--- config.mk ---
export PLATFORM = sky130hd
export DESIGN_NAME = fric_master_sequencer_flat
export DESIGN_NICKNAME = d
export VERILOG_FILES = /design/src/rtl/fric_master_sequencer_if.sv /design/src/rtl/fric_master_sequencer.sv /design/src/flat_wrapper.sv
export SDC_FILE = /design/constraint.sdc
export NUM_CORES = 1
export LEC_CHECK = 0
export CAP_MARGIN = 20
export CORE_MARGIN = 2
export CORE_UTILIZATION = 40
export CTS_CLUSTER_SIZE = 8
export DETAILED_ROUTE_END_ITERATION = 10
export GPL_TIMING_DRIVEN = 0
export SKIP_LAST_GASP = 1
export SYNTH_ARGS = -nofsm -noshare
export SYNTH_HDL_FRONTEND = slang
export SYNTH_SLANG_ARGS = --single-unit
--- constraint.sdc ---
create_clock -name clk -period 2.8 [get_ports clk]
set_clock_uncertainty 0.05 [all_clocks]
set_input_delay 0.56 -clock clk [delete_from_list [all_inputs] [get_ports clk]]
set_output_delay 0.56 -clock clk [all_outputs]
set_load 0.02 [all_outputs]
--- src/rtl/fric_master_sequencer_if.sv ---
// fric_master_sequencer_if
//   Transaction bus between the command sequencer and fric_client_master.
//   ctyp/port/addr/wdat : transaction fields, driven by the sequencer
//   tstb                : one-cycle transaction strobe, driven by the sequencer
//   trdy                : master ready to accept a transaction
//   rstb/rdat           : one-cycle read-data strobe and read data from the master
//   modport master : sequencer side; modport slave : fric_client_master side
interface fric_master_sequencer_if;
  logic [3:0]  ctyp;
  logic [3:0]  port;
  logic [7:0]  addr;
  logic [15:0] wdat;
  logic        tstb;
  logic        trdy;
  logic        rstb;
  logic [15:0] rdat;

  modport master (output ctyp, port, addr, wdat, tstb, input trdy, rstb, rdat);
  modport slave  (input ctyp, port, addr, wdat, tstb, output trdy, rstb, rdat);
endinterface

--- src/rtl/fric_master_sequencer.sv ---
// fric_master_sequencer
//   Buffers FRIc read/write commands in a FIFO and issues them one at a time
//   to fric_client_master. Reads wait for rstb/rdat (or a timeout) and return
//   the result on a valid/ready response port. Writes produce no response.
// Ports
//   clk, rst              : clock; asynchronous active-low reset
//   cmd_valid/cmd_ready   : command handshake (cmd_ready = FIFO not full)
//   cmd_rd/port/addr/wdat : command fields (1 = read)
//   bus                   : transaction bus to fric_client_master (master modport)
//   rsp_valid/rsp_ready   : read response handshake
//   rsp_data/rsp_err      : read data (0 on timeout), timeout flag
//   busy                  : FIFO non-empty or a transaction in progress
//   tmo_count             : saturating count of read timeouts
module fric_master_sequencer #(
  parameter int unsigned CMD_DEPTH = 4,
  parameter int unsigned TIMEOUT   = 255,
  parameter logic [3:0]  CTYP_WR   = 4'h0,
  parameter logic [3:0]  CTYP_RD   = 4'h2
) (
  input  logic                           clk,
  input  logic                           rst,
  input  logic                           cmd_valid,
  output logic                           cmd_ready,
  input  logic                           cmd_rd,
  input  logic [3:0]                     cmd_port,
  input  logic [7:0]                     cmd_addr,
  input  logic [15:0]                    cmd_wdat,
  fric_master_sequencer_if.master        bus,
  output logic                           rsp_valid,
  input  logic                           rsp_ready,
  output logic [15:0]                    rsp_data,
  output logic                           rsp_err,
  output logic                           busy,
  output logic [7:0]                     tmo_count
);

  localparam int unsigned PW       = $clog2(CMD_DEPTH);
  localparam logic [15:0] TMO_LAST = 16'(TIMEOUT - 1);

  typedef enum logic [1:0] {IDLE, ISSUE, RWAIT, RSP} state_t;

  state_t        state;
  logic [28:0]   mem [CMD_DEPTH];
  logic [PW-1:0] wr_ptr;
  logic [PW-1:0] rd_ptr;
  logic [PW:0]   count;
  logic          full;
  logic          push;
  logic          pop;
  logic [28:0]   head;
  logic          cur_rd;
  logic [15:0]   timer;

  // Depth is a power of two, so the occupancy MSB alone marks full.
  assign full      = count[PW];
  assign cmd_ready = !full;
  assign push      = cmd_valid && !full;
  assign pop       = (state == IDLE) && (count != '0);
  assign head      = mem[rd_ptr];
  assign busy      = (count != '0) || (state != IDLE);

  // The strobe must coincide with a trdy cycle, so it is the registered
  // ISSUE state qualified by the live trdy rather than a separate flop.
  assign bus.tstb  = (state == ISSUE) && bus.trdy;

  always_ff @(posedge clk) begin
    if (push) begin
      mem[wr_ptr] <= {cmd_rd, cmd_port, cmd_addr, cmd_wdat};
    end
  end

  always_ff @(posedge clk or negedge rst) begin
    if (!rst) begin
      wr_ptr <= '0;
      rd_ptr <= '0;
      count  <= '0;
    end else begin
      if (push) wr_ptr <= wr_ptr + 1'b1;
      if (pop)  rd_ptr <= rd_ptr + 1'b1;
      case ({push, pop})
        2'b10:   count <= count + 1'b1;
        2'b01:   count <= count - 1'b1;
        default: count <= count;
      endcase
    end
  end

  always_ff @(posedge clk or negedge rst) begin
    if (!rst) begin
      state     <= IDLE;
      bus.ctyp  <= '0;
      bus.port  <= '0;
      bus.addr  <= '0;
      bus.wdat  <= '0;
      cur_rd    <= 1'b0;
      timer     <= '0;
      rsp_valid <= 1'b0;
      rsp_data  <= '0;
      rsp_err   <= 1'b0;
      tmo_count <= '0;
    end else begin
      case (state)
        IDLE: begin
          if (pop) begin
            bus.ctyp <= head[28] ? CTYP_RD : CTYP_WR;
            bus.port <= head[27:24];
            bus.addr <= head[23:16];
            bus.wdat <= head[15:0];
            cur_rd   <= head[28];
            state    <= ISSUE;
          end
        end
        ISSUE: begin
          if (bus.trdy) begin
            if (cur_rd) begin
              timer <= '0;
              state <= RWAIT;
            end else begin
              state <= IDLE;
            end
          end
        end
        RWAIT: begin
          // rstb wins over a timeout landing on the same cycle.
          if (bus.rstb) begin
            rsp_data  <= bus.rdat;
            rsp_err   <= 1'b0;
            rsp_valid <= 1'b1;
            state     <= RSP;
          end else if (timer == TMO_LAST) begin
            rsp_data  <= '0;
            rsp_err   <= 1'b1;
            rsp_valid <= 1'b1;
            if (tmo_count != '1) tmo_count <= tmo_count + 8'd1;
            state     <= RSP;
          end else begin
            timer <= timer + 16'd1;
          end
        end
        RSP: begin
          if (rsp_ready) begin
            rsp_valid <= 1'b0;
            state     <= IDLE;
          end
        end
        default: state <= IDLE;
      endcase
    end
  end

endmodule

--- src/flat_wrapper.sv ---
// flat-port wrapper written by rule: the top's interface ports become plain ports
module fric_master_sequencer_flat 
#(
  parameter int unsigned CMD_DEPTH = 4,
  parameter int unsigned TIMEOUT   = 255,
  parameter logic [3:0]  CTYP_WR   = 4'h0,
  parameter logic [3:0]  CTYP_RD   = 4'h2
)
  (clk, rst, cmd_valid, cmd_ready, cmd_rd, cmd_port, cmd_addr, cmd_wdat, rsp_valid, rsp_ready, rsp_data, rsp_err, busy, tmo_count, bus_ctyp, bus_port, bus_addr, bus_wdat, bus_tstb, bus_trdy, bus_rstb, bus_rdat);
  fric_master_sequencer_if bus_i ();
  input  logic clk;
  input  logic rst;
  input  logic cmd_valid;
  output logic cmd_ready;
  input  logic cmd_rd;
  input  logic [3:0] cmd_port;
  input  logic [7:0] cmd_addr;
  input  logic [15:0] cmd_wdat;
  output logic rsp_valid;
  input  logic rsp_ready;
  output logic [15:0] rsp_data;
  output logic rsp_err;
  output logic busy;
  output logic [7:0] tmo_count;
  output wire logic [$bits(bus_i.ctyp)-1:0] bus_ctyp;
  output wire logic [$bits(bus_i.port)-1:0] bus_port;
  output wire logic [$bits(bus_i.addr)-1:0] bus_addr;
  output wire logic [$bits(bus_i.wdat)-1:0] bus_wdat;
  output wire logic [$bits(bus_i.tstb)-1:0] bus_tstb;
  input wire logic [$bits(bus_i.trdy)-1:0] bus_trdy;
  input wire logic [$bits(bus_i.rstb)-1:0] bus_rstb;
  input wire logic [$bits(bus_i.rdat)-1:0] bus_rdat;
  assign bus_ctyp = bus_i.ctyp;
  assign bus_port = bus_i.port;
  assign bus_addr = bus_i.addr;
  assign bus_wdat = bus_i.wdat;
  assign bus_tstb = bus_i.tstb;
  assign bus_i.trdy = bus_trdy;
  assign bus_i.rstb = bus_rstb;
  assign bus_i.rdat = bus_rdat;
  fric_master_sequencer #(.CMD_DEPTH(CMD_DEPTH), .TIMEOUT(TIMEOUT), .CTYP_WR(CTYP_WR), .CTYP_RD(CTYP_RD)) u_core (.clk(clk), .rst(rst), .cmd_valid(cmd_valid), .cmd_ready(cmd_ready), .cmd_rd(cmd_rd), .cmd_port(cmd_port), .cmd_addr(cmd_addr), .cmd_wdat(cmd_wdat), .bus(bus_i), .rsp_valid(rsp_valid), .rsp_ready(rsp_ready), .rsp_data(rsp_data), .rsp_err(rsp_err), .busy(busy), .tmo_count(tmo_count));
endmodule
Run 1, sequential cells coloured by netlist name:
The bar under the picture is 50 microns long. Other sequential cells in the stronger grey, the rest of the logic in the fainter grey.
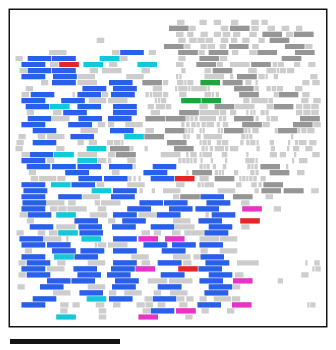
[u_core.bus.addr] magenta | flops: 8 | where: bottom middle
[u_core.mem] blue | flops: 116
[u_core.bus.wdat] cyan | flops: 16
[u_core.count] green | flops: 3
[u_core.bus.port] red | flops: 4
not coloured: 49
register share of the cell area: 56.30%
Final Core Density: 51.74%
flip-flop and latch power: 4090 uW
Sequential cell area: 5485 sq um

Run 1, selected gate families:
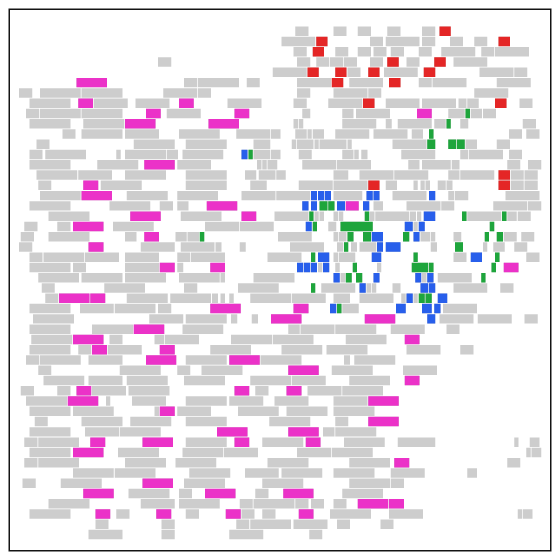
[multiplexers] magenta | cells: 61 | most used: mux2_2
[NAND gates] green | cells: 38 | most used: nand2_1
[inverting AOI/OAI gates] blue | cells: 40 | most used: o21ai_0
[AND-OR and OR-AND gates] red | cells: 17 | most used: a22o_1

Run 1, signal wires by layer:
Two of the layers only.
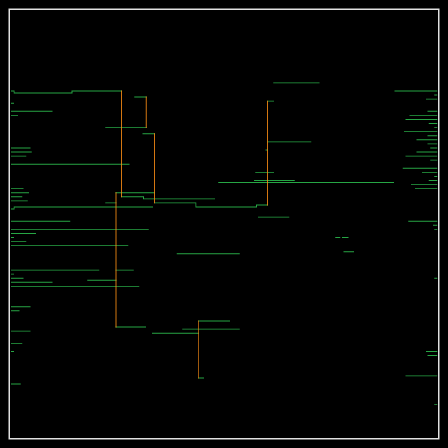
[met3] green | wire length: 887 microns
[met4] orange | wire length: 167 microns

==> datasheet_impl.txt, run 1 <==
Physical design parameters

Parameter                              Value

Synthesis
  Fraction of synthesized area in multiplexers    13.10%
  Ranking of synthesized cells by area    sky130_fd_sc_hd__edfxtp_1, sky130_fd_sc_hd__dfrtp_1, sky130_fd_sc_hd__mux4_2
  Cell count listed in synth_stat.txt    449
  Most common cell in the synthesized netlist    sky130_fd_sc_hd__edfxtp_1
  Post-synth top area share    45.08%
  Synth unique cells    44
  Post-synth regs    196
  Yosys warning count    0
  Share of flip-flops with an asynchronous set or reset    40.82%
  Most area-hungry cell type in the Yosys netlist    sky130_fd_sc_hd__edfxtp_1
  Area fraction in compound gates    4.987%
  Basic-gate share of the synthesized area counting and, or, nand and nor cells    5.894%
  Post-Syn Instances    449
  Share of the yosys chip area belonging to registers    70.98%
  Most used standard cells in the synthesized netlist    sky130_fd_sc_hd__edfxtp_1, sky130_fd_sc_hd__dfrtp_1, sky130_fd_sc_hd__mux2_2
  Synth Area in Adders    1.554%

Layout
  Register bank with the most flops    u_core.mem
  Synth-to-Final Area Change    26.08%
  Area of combinational cells with multiple inputs    2108 sq um
  Non-Filler Instances    853
  Relative area of clock buffers and inverters in the final design    5.715%
  Final instance area    9743 sq um
  Share of the final layout cell area in multi-input gates    21.64%
  Final-layout clock buffer total    20
  Non-Clock Buffer Count    131
  Fillers    1,588
  Area-dominant cell class after layout    registers
  Flip-flop count of the largest register after layout    116
  Final net count    640
  Flop Count    196
  Number of logic gates    222

Detailed routing
  Length of routed met2 wiring    7443 microns
  Detail Route met3 WL    887 microns
  Remaining routing DRC violations    0
  Detailed-route via count    4,234
  Total detailed-routing wirelength    15,050 microns
  Drt wl/cell    17.64 microns
  M1 WL    6549 microns
  Per-cell via count in the routed design    4.964
  Highest metal layer used by the detailed router    met4

Setup path
  Capture point of the worst path    busy
  Crit path launch type    flop
  Register-to-register setup slack    0.31 ns
  Total number of cells along the worst setup path    3
  Data arrival, critical path    2.01 ns
  Critical setup path kind    flop to primary output
  Ordered list of cells on the worst path    nor3_1, nand2_1, clkdlybuf4s50_1
  Crit-path max cell delay    0.56 ns
  Buffering stage count on the worst path with inverters included    1
  Required time reported for the critical path endpoint    2.19 ns
  Critical Path Sink Type    primary output
  Critical path fanouts, max    3
  Crit path from    u_core.count[2]$_DFFE_PN0P_
  CP delay by family, top    simple AND/OR/NAND/NOR gates

Final timing
  Final Hold Violating Endpoints    0
  Slew at the pin closest to its max-slew limit    0.8754 ns
  Post-route setup TNS    0 ns
  Worst slack on hold paths    0.4443 ns
  RSZ-0062 raised after global routing    no
  Share of the cycle needed by the critical path after routing    93.54%
  Achievable Freq    381.8 MHz
  Setup Viol. Count Final    0

Clock network
  Clock latency at the later pin of the worst-skew pair    0.43 ns
  CTS Buf Count    17
  Count of cells resized by post-cts repair    1
  Cell chosen for the clock root    sky130_fd_sc_hd__clkbuf_16
  Clk slew on worst S/H paths    0.07 ns
  Count of clock tree sinks    196
  Number of buffers on the longest clock path    2
  CTS tree    yes

Die
  Full die area    20,450 sq um
  Die height    143.0 microns
  Top-level port count    112
  Floorplan die width    143.0 microns
  Std-Cell Rows    50

GRT
  Initial antenna violation count    0
  Met1 demand-to-capacity share in global routing    19.67%
  GRT overflow    0
  Met3 Track Usage GR    4.795%
  First-pass GRT wire length    23,720 microns
  Routing usage on met2    25.61%
  Total GRT Usage    15.43%
  Via count of the first global-routing pass    4,498

Pwr
  Leading power group    sequential cells
  Total combinational power    3290 uW
  Power Total    9695 uW
  Switching share of power    30.94%
  Fraction of power consumed by sequential logic    42.2%
  Power of the clock network    2320 uW
  Switching power total    2999 uW
  Internal power of the cells    6695 uW
  Leakage dissipation    0.003599 uW
  Maximum resistive drop on vdd    479.2 uV
  Portion of total power attributed to the clock network    23.9%
  Power density relative to cell area    995.0 nW/um^2
  Comb pwr share    33.9%

Placement
  Post-placement cell area    9171 sq um
  Setup WS pre-CTS    -0.005860 ns
  Number of I/O port buffers    108
  Placed Instances    820

Job
  Number of warnings in the stage logs    30
  Max-cap violation count    0

Min path
  Hold Path Stages    2
  Worst hold start    u_core.rsp_valid$_DFFE_PN0P_
  Sink of the worst hold path    u_core.rsp_valid$_DFFE_PN0P_

Status
  Run status    complete, no violations
==> inputs of run 2 (changes only) <==
--- a/config.mk
+++ b/config.mk
@@ -12,6 +12,7 @@
 export DETAILED_ROUTE_END_ITERATION = 10
 export GPL_TIMING_DRIVEN = 0
 export SKIP_LAST_GASP = 1
+export SLEW_MARGIN = 20
 export SYNTH_ARGS = -nofsm -noshare
 export SYNTH_HDL_FRONTEND = slang
 export SYNTH_SLANG_ARGS = --single-unit
==> constraint.sdc (replaced) <==
create_clock -name clk -period 3.15 [get_ports clk]
set_clock_uncertainty 0.05 [all_clocks]
set_input_delay 0.63 -clock clk [delete_from_list [all_inputs] [get_ports clk]]
set_output_delay 0.63 -clock clk [all_outputs]
set_load 0.02 [all_outputs]
Run 2, selected gate families:
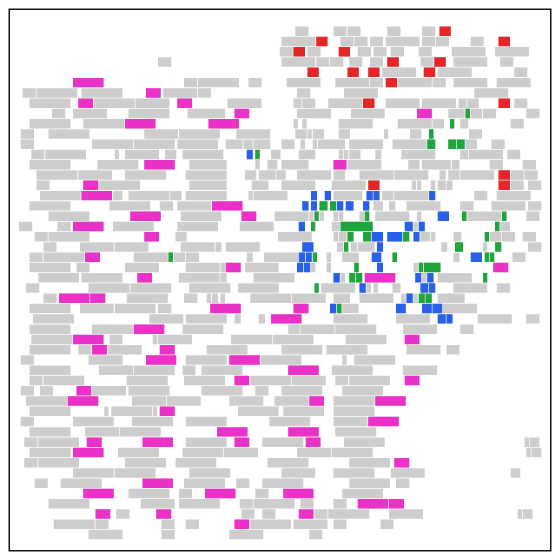
[multiplexers] magenta | cells: 61 | most used: mux2_2
[inverting AOI/OAI gates] blue | cells: 40 | most used: o21ai_0
[NAND gates] green | cells: 38 | most used: nand2_1
[AND-OR and OR-AND gates] red | cells: 17 | most used: a22o_1

Run 2, routing congestion map:
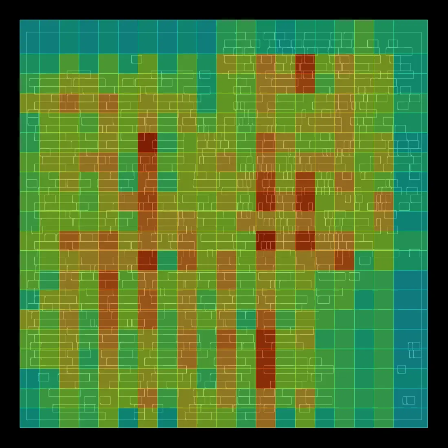
Total GRT Usage: 15.84%
routing usage on met2: 26.95%
met1 demand-to-capacity share in global routing: 19.77%

==> run 2 against run 1 <==
Net effect: utilization increased by 0.49 points; clock power down 9.9%; first-iteration DRC count is 7.8% lower; total power down 10%; global-route usage up 0.41 points; critical path depth increased by 5; flip-flop count is the same; combinational power down 9.4%; largest power group unchanged.
==> datasheet_impl.txt, run 2 <==
Physical design parameters

Parameter                              Value

Setup path
  Ordered list of cells on the worst path    nor3_1, buf_2, ha_1, inv_1, fa_1, xor2_1, nor2_1, xnor2_1
  Crit path launch type    flop
  Data arrival, critical path    3.00 ns (+0.99 ns)
  CP delay by family, top    simple AND/OR/NAND/NOR gates
  Critical Path Sink Type    flop
  Capture point of the worst path    u_core.count[2]$_DFFE_PN0P_
  Total number of cells along the worst setup path    8 (+5)
  Buffering stage count on the worst path with inverters included    2 (+1)
  Critical setup path kind    flop to flop
  Crit-path max cell delay    0.67 ns (+0.11 ns)

Detailed routing
  Total detailed-routing wirelength    15,200 microns (+1.0%)
  Per-cell via count in the routed design    5.068 (+2.1%)
  M1 WL    6404 microns (-2.2%)
  Detailed-route via count    4,338 (+2.5%)
  Highest metal layer used by the detailed router    met4
  Remaining routing DRC violations    0 (unchanged)
  Detail Route met3 WL    846 microns (-4.6%)

GRT
  GRT overflow    0 (unchanged)
  Met3 Track Usage GR    4.192% (-0.60 points)
  First-pass GRT wire length    24,050 microns (+1.4%)

Layout
  Final-layout clock buffer total    21 (+5.0%)
  Register bank with the most flops    u_core.mem
  Relative area of clock buffers and inverters in the final design    5.776% (+0.061 points)
  Sequential cell area    5485 sq um (unchanged)
  Synth-to-Final Area Change    27.27%
  Flip-flop count of the largest register after layout    116 (unchanged)
  Area of combinational cells with multiple inputs    2103 sq um (-0.24%)
  Area-dominant cell class after layout    registers
  Non-Clock Buffer Count    134 (+2.3%)
  Number of logic gates    222 (unchanged)
  Non-Filler Instances    856 (+0.35%)
  Fillers    1,565 (-1.4%)
  Flop Count    196 (unchanged)
  Share of the final layout cell area in multi-input gates    21.39% (-0.25 points)

Job
  Number of warnings in the stage logs    30 (unchanged)
  Max-cap violation count    0 (unchanged)

Pwr
  Flip-flop and latch power    3630 uW (-11%)
  Internal power of the cells    6058 uW (-9.5%)
  Fraction of power consumed by sequential logic    41.8% (-0.4 points)
  Total combinational power    2980 uW (-9.4%)
  Power Total    8691 uW (-10%)
  Portion of total power attributed to the clock network    24.0% (about the same)
  Maximum resistive drop on vdd    483.1 uV (+0.82%)
  Comb pwr share    34.2% (+0.3 points)
  Switching share of power    30.30% (-0.64 points)
  Leading power group    sequential cells

Final timing
  Slew at the pin closest to its max-slew limit    0.7644 ns (-0.1110 ns)
  Worst slack on hold paths    0.1824 ns (-0.2619 ns)
  Achievable Freq    369.0 MHz
  Post-route setup TNS    0 ns (unchanged)
  Share of the cycle needed by the critical path after routing    86.02%
  RSZ-0062 raised after global routing    no

Clock network
  Count of cells resized by post-cts repair    0 (-1)
  Cell chosen for the clock root    sky130_fd_sc_hd__clkbuf_16
  Count of clock tree sinks    196 (unchanged)
  CTS tree    yes
  Number of buffers on the longest clock path    2 (unchanged)
  CTS Buf Count    17 (unchanged)

Synthesis
  Basic-gate share of the synthesized area counting and, or, nand and nor cells    5.894% (unchanged)
  Most common cell in the synthesized netlist    sky130_fd_sc_hd__edfxtp_1
  Cell count listed in synth_stat.txt    449 (unchanged)
  Post-synth top area share    45.08% (unchanged)
  Yosys warning count    0 (unchanged)
  Most area-hungry cell type in the Yosys netlist    sky130_fd_sc_hd__edfxtp_1
  Share of the yosys chip area belonging to registers    70.98% (unchanged)
  Share of flip-flops with an asynchronous set or reset    40.82% (unchanged)
  Synth unique cells    44 (unchanged)
  Area fraction in compound gates    4.987% (unchanged)

Placement
  Number of I/O port buffers    108 (unchanged)
  Setup WS pre-CTS    0.3810 ns (+0.3869 ns)
  Placed Instances    824 (+0.49%)

Die
  Floorplan die width    143.0 microns (unchanged)
  Std-Cell Rows    50 (unchanged)
  Full die area    20,450 sq um (unchanged)
  Top-level port count    112 (unchanged)

Status
  Run status    complete, no violations
Run 2, signal wires by layer:
Two of the layers only.
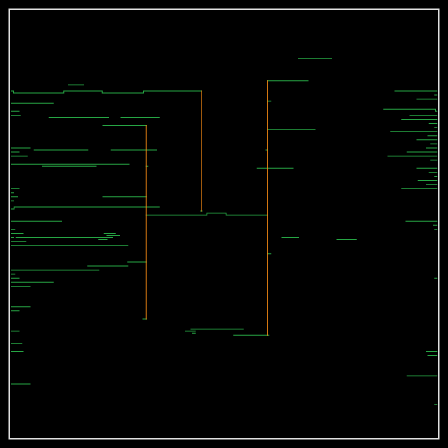
[met3] green | wire length: 846 microns
[met4] orange | wire length: 190 microns

==> inputs of run 3 (changes only) <==
--- a/config.mk
+++ b/config.mk
@@ -5,9 +5,11 @@
 export SDC_FILE = /design/constraint.sdc
 export NUM_CORES = 1
 export LEC_CHECK = 0
+export ABC_CLOCK_PERIOD_IN_PS = 3150
 export CAP_MARGIN = 20
 export CORE_MARGIN = 2
 export CORE_UTILIZATION = 40
+export CTS_BUF_LIST = sky130_fd_sc_hd__clkbuf_8
 export CTS_CLUSTER_SIZE = 8
 export DETAILED_ROUTE_END_ITERATION = 10
 export GPL_TIMING_DRIVEN = 0
==> constraint.sdc (replaced) <==
create_clock -name clk -period 3.15 [get_ports clk]
set_clock_uncertainty 0.05 [all_clocks]
set_input_delay 0.63 -clock clk [delete_from_list [all_inputs] [get_ports clk]]
set_output_delay 0.63 -clock clk [all_outputs]
set_load 0.05 [all_outputs]
Run 3, signal wires by layer:
Two of the layers only.
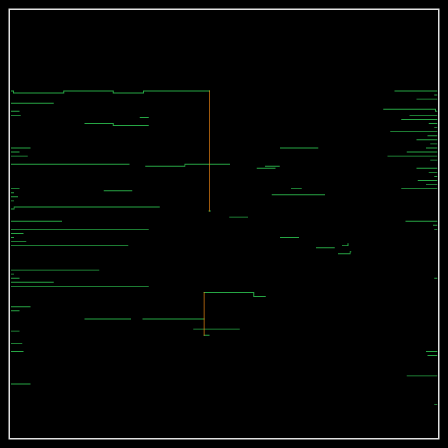
[met3] green | wire length: 815 microns
[met4] orange | wire length: 54.4 microns
drt wl/cell: 17.52 microns
Total GRT Usage: 15.65%

Run 3, routing congestion map:
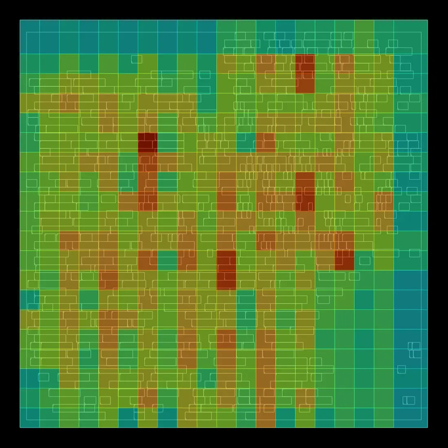
met1 demand-to-capacity share in global routing: 19.44%
Final Core Density: 51.21%
routing usage on met2: 26.44%
busiest layer in global routing: met2

==> run 3 against run 2 <==
Net effect: register-to-register slack barely moved; global-route usage is 0.19 points lower; cell count is the same; hold slack got worse by 0.031 ns; utilization is 1.0 points lower; routed wire length shrank 1.3%; flip-flop count unchanged; largest power group is now combinational cells; worst setup slack got worse by 0.15 ns; synthesized cell count unchanged; non-clock buffer count is the same; sequential power about the same; clock-buffer cell count shrank 4.
==> datasheet_impl.txt, run 3 <==
Physical design parameters

Parameter                              Value

Final timing
  Worst slack on hold paths    0.1513 ns (-0.03116 ns)
  Slew at the pin closest to its max-slew limit    0.7317 ns (-0.03274 ns)
  RSZ-0062 raised after global routing    no
  Achievable Freq    349.3 MHz (-5.3%)
  Share of the cycle needed by the critical path after routing    90.88% (+4.9 points)
  Post-route setup TNS    0 ns (unchanged)

Detailed routing
  Per-cell via count in the routed design    4.989 (-1.5%)
  M1 WL    6445 microns (+0.64%)
  Detailed-route via count    4,271 (-1.5%)
  Detail Route met3 WL    815 microns (-3.7%)
  Highest metal layer used by the detailed router    met4
  Count of antenna-violating nets left after detailed routing    0
  Remaining routing DRC violations    0 (unchanged)
  Total detailed-routing wirelength    15,000 microns (-1.3%)

Layout
  Area-dominant cell class after layout    registers
  Sequential cell area    5485 sq um (unchanged)
  Final-layout clock buffer total    17 (-19%)
  Number of logic gates    222 (unchanged)
  Fraction of layout instances using a drive strength above 1    20.13%
  Flop Count    196 (unchanged)
  Synth-to-Final Area Change    24.79%
  # diodes    0
  Relative area of clock buffers and inverters in the final design    3.906% (-1.9 points)
  Final net count    643
  Fillers    1,586 (+1.3%)
  Non-Clock Buffer Count    134 (unchanged)
  Register share of the cell area    56.88%
  Area of combinational cells with multiple inputs    2103 sq um (unchanged)
  Register bank with the most flops    u_core.mem
  Flip-flop count of the largest register after layout    116 (unchanged)

Pwr
  Total combinational power    3690 uW (+24%)
  Flip-flop and latch power    3620 uW (about the same)
  Power Total    8843 uW (+1.8%)
  Fraction of power consumed by sequential logic    40.9% (-0.9 points)
  Comb pwr share    41.7% (+7.5 points)
  Portion of total power attributed to the clock network    17.3% (-6.7 points)
  Switching share of power    37.01% (+6.7 points)
  Power density relative to cell area    917.1 nW/um^2
  Maximum resistive drop on vdd    466.7 uV (-3.4%)
  Leading power group    combinational cells
  Internal power of the cells    5571 uW (-8.0%)

Synthesis
  Basic-gate share of the synthesized area counting and, or, nand and nor cells    5.894% (unchanged)
  EDFF count, synth    116
  Area fraction in compound gates    4.987% (unchanged)
  Cell count listed in synth_stat.txt    449 (unchanged)
  Most common cell in the synthesized netlist    sky130_fd_sc_hd__edfxtp_1
  Fraction of synthesized area in multiplexers    13.10%
  Share of the yosys chip area belonging to registers    70.98% (unchanged)
  Synth Area in Adders    1.554%
  Most area-hungry cell type in the Yosys netlist    sky130_fd_sc_hd__edfxtp_1
  Share of flip-flops with an asynchronous set or reset    40.82% (unchanged)
  Post-synthesis xor/xnor area fraction    1.473%
  Netlist Area Pre-Place    7727 sq um
  Average footprint of a synthesized cell    17.21 sq um
  Post-synth top area share    45.08% (unchanged)
  Synth unique cells    44 (unchanged)
  Yosys warning count    0 (unchanged)

Placement
  Number of I/O port buffers    108 (unchanged)
  Placed Instances    824 (unchanged)
  Setup WS pre-CTS    0.3668 ns (-0.01418 ns)
  Final RePlAce weighted congestion    0.8046
  Post-placement cell area    9266 sq um

Setup path
  Critical Path Sink Type    primary output
  Capture point of the worst path    busy
  Crit-path max cell delay    0.72 ns (+0.05 ns)
  CP delay by family, top    buffers and inverters
  Buffering stage count on the worst path with inverters included    1 (-1)
  Data arrival, critical path    2.18 ns (-0.82 ns)
  Critical setup path kind    flop to primary output
  Ordered list of cells on the worst path    nor3_1, nand2_1, clkdlybuf4s50_1
  Total number of cells along the worst setup path    3 (-5)
  Crit path launch type    flop

Clock network
  Post CTS Setup Buffer Count    0
  CTS Buf Count    17 (unchanged)
  Count of cells resized by post-cts repair    0 (unchanged)
  Number of buffers on the longest clock path    2 (unchanged)
  CTS tree    yes
  Cell chosen for the clock root    sky130_fd_sc_hd__clkbuf_8
  Count of clock tree sinks    196 (unchanged)

Die
  N_taps    260
  Full die area    20,450 sq um (unchanged)
  Top-level port count    112 (unchanged)
  Floorplan die width    143.0 microns (unchanged)
  Die height    143.0 microns
  Std-Cell Rows    50 (unchanged)

Job
  Number of warnings in the stage logs    30 (unchanged)
  Max-cap violation count    0 (unchanged)

GRT
  Met3 Track Usage GR    5.097% (+0.91 points)
  First-pass GRT wire length    23,850 microns (-0.86%)
  GRT overflow    0 (unchanged)
  Initial antenna violation count    0

Status
  Run status    complete, no violations
Run 3, selected gate families:
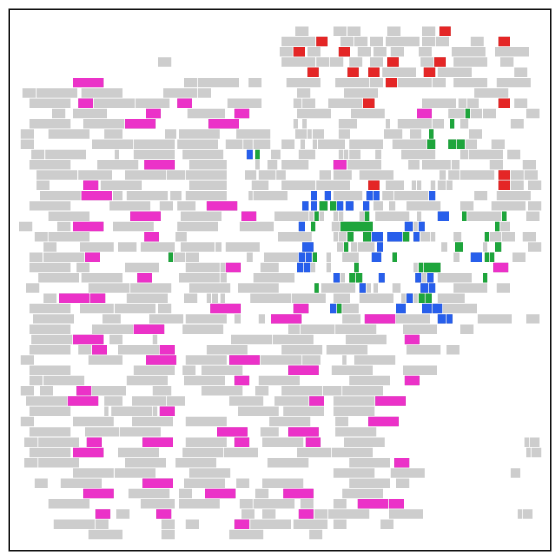
[multiplexers] magenta | cells: 61 | most used: mux2_2
[NAND gates] green | cells: 38 | most used: nand2_1
[AND-OR and OR-AND gates] red | cells: 17 | most used: a22o_1
[inverting AOI/OAI gates] blue | cells: 40 | most used: o21ai_0
Non-Filler Instances: 856
most common cell after layout, fill and taps aside: sky130_fd_sc_hd__edfxtp_1
share of the final layout cell area in multi-input gates: 21.81%

Power and IR drop assume default switching activity.
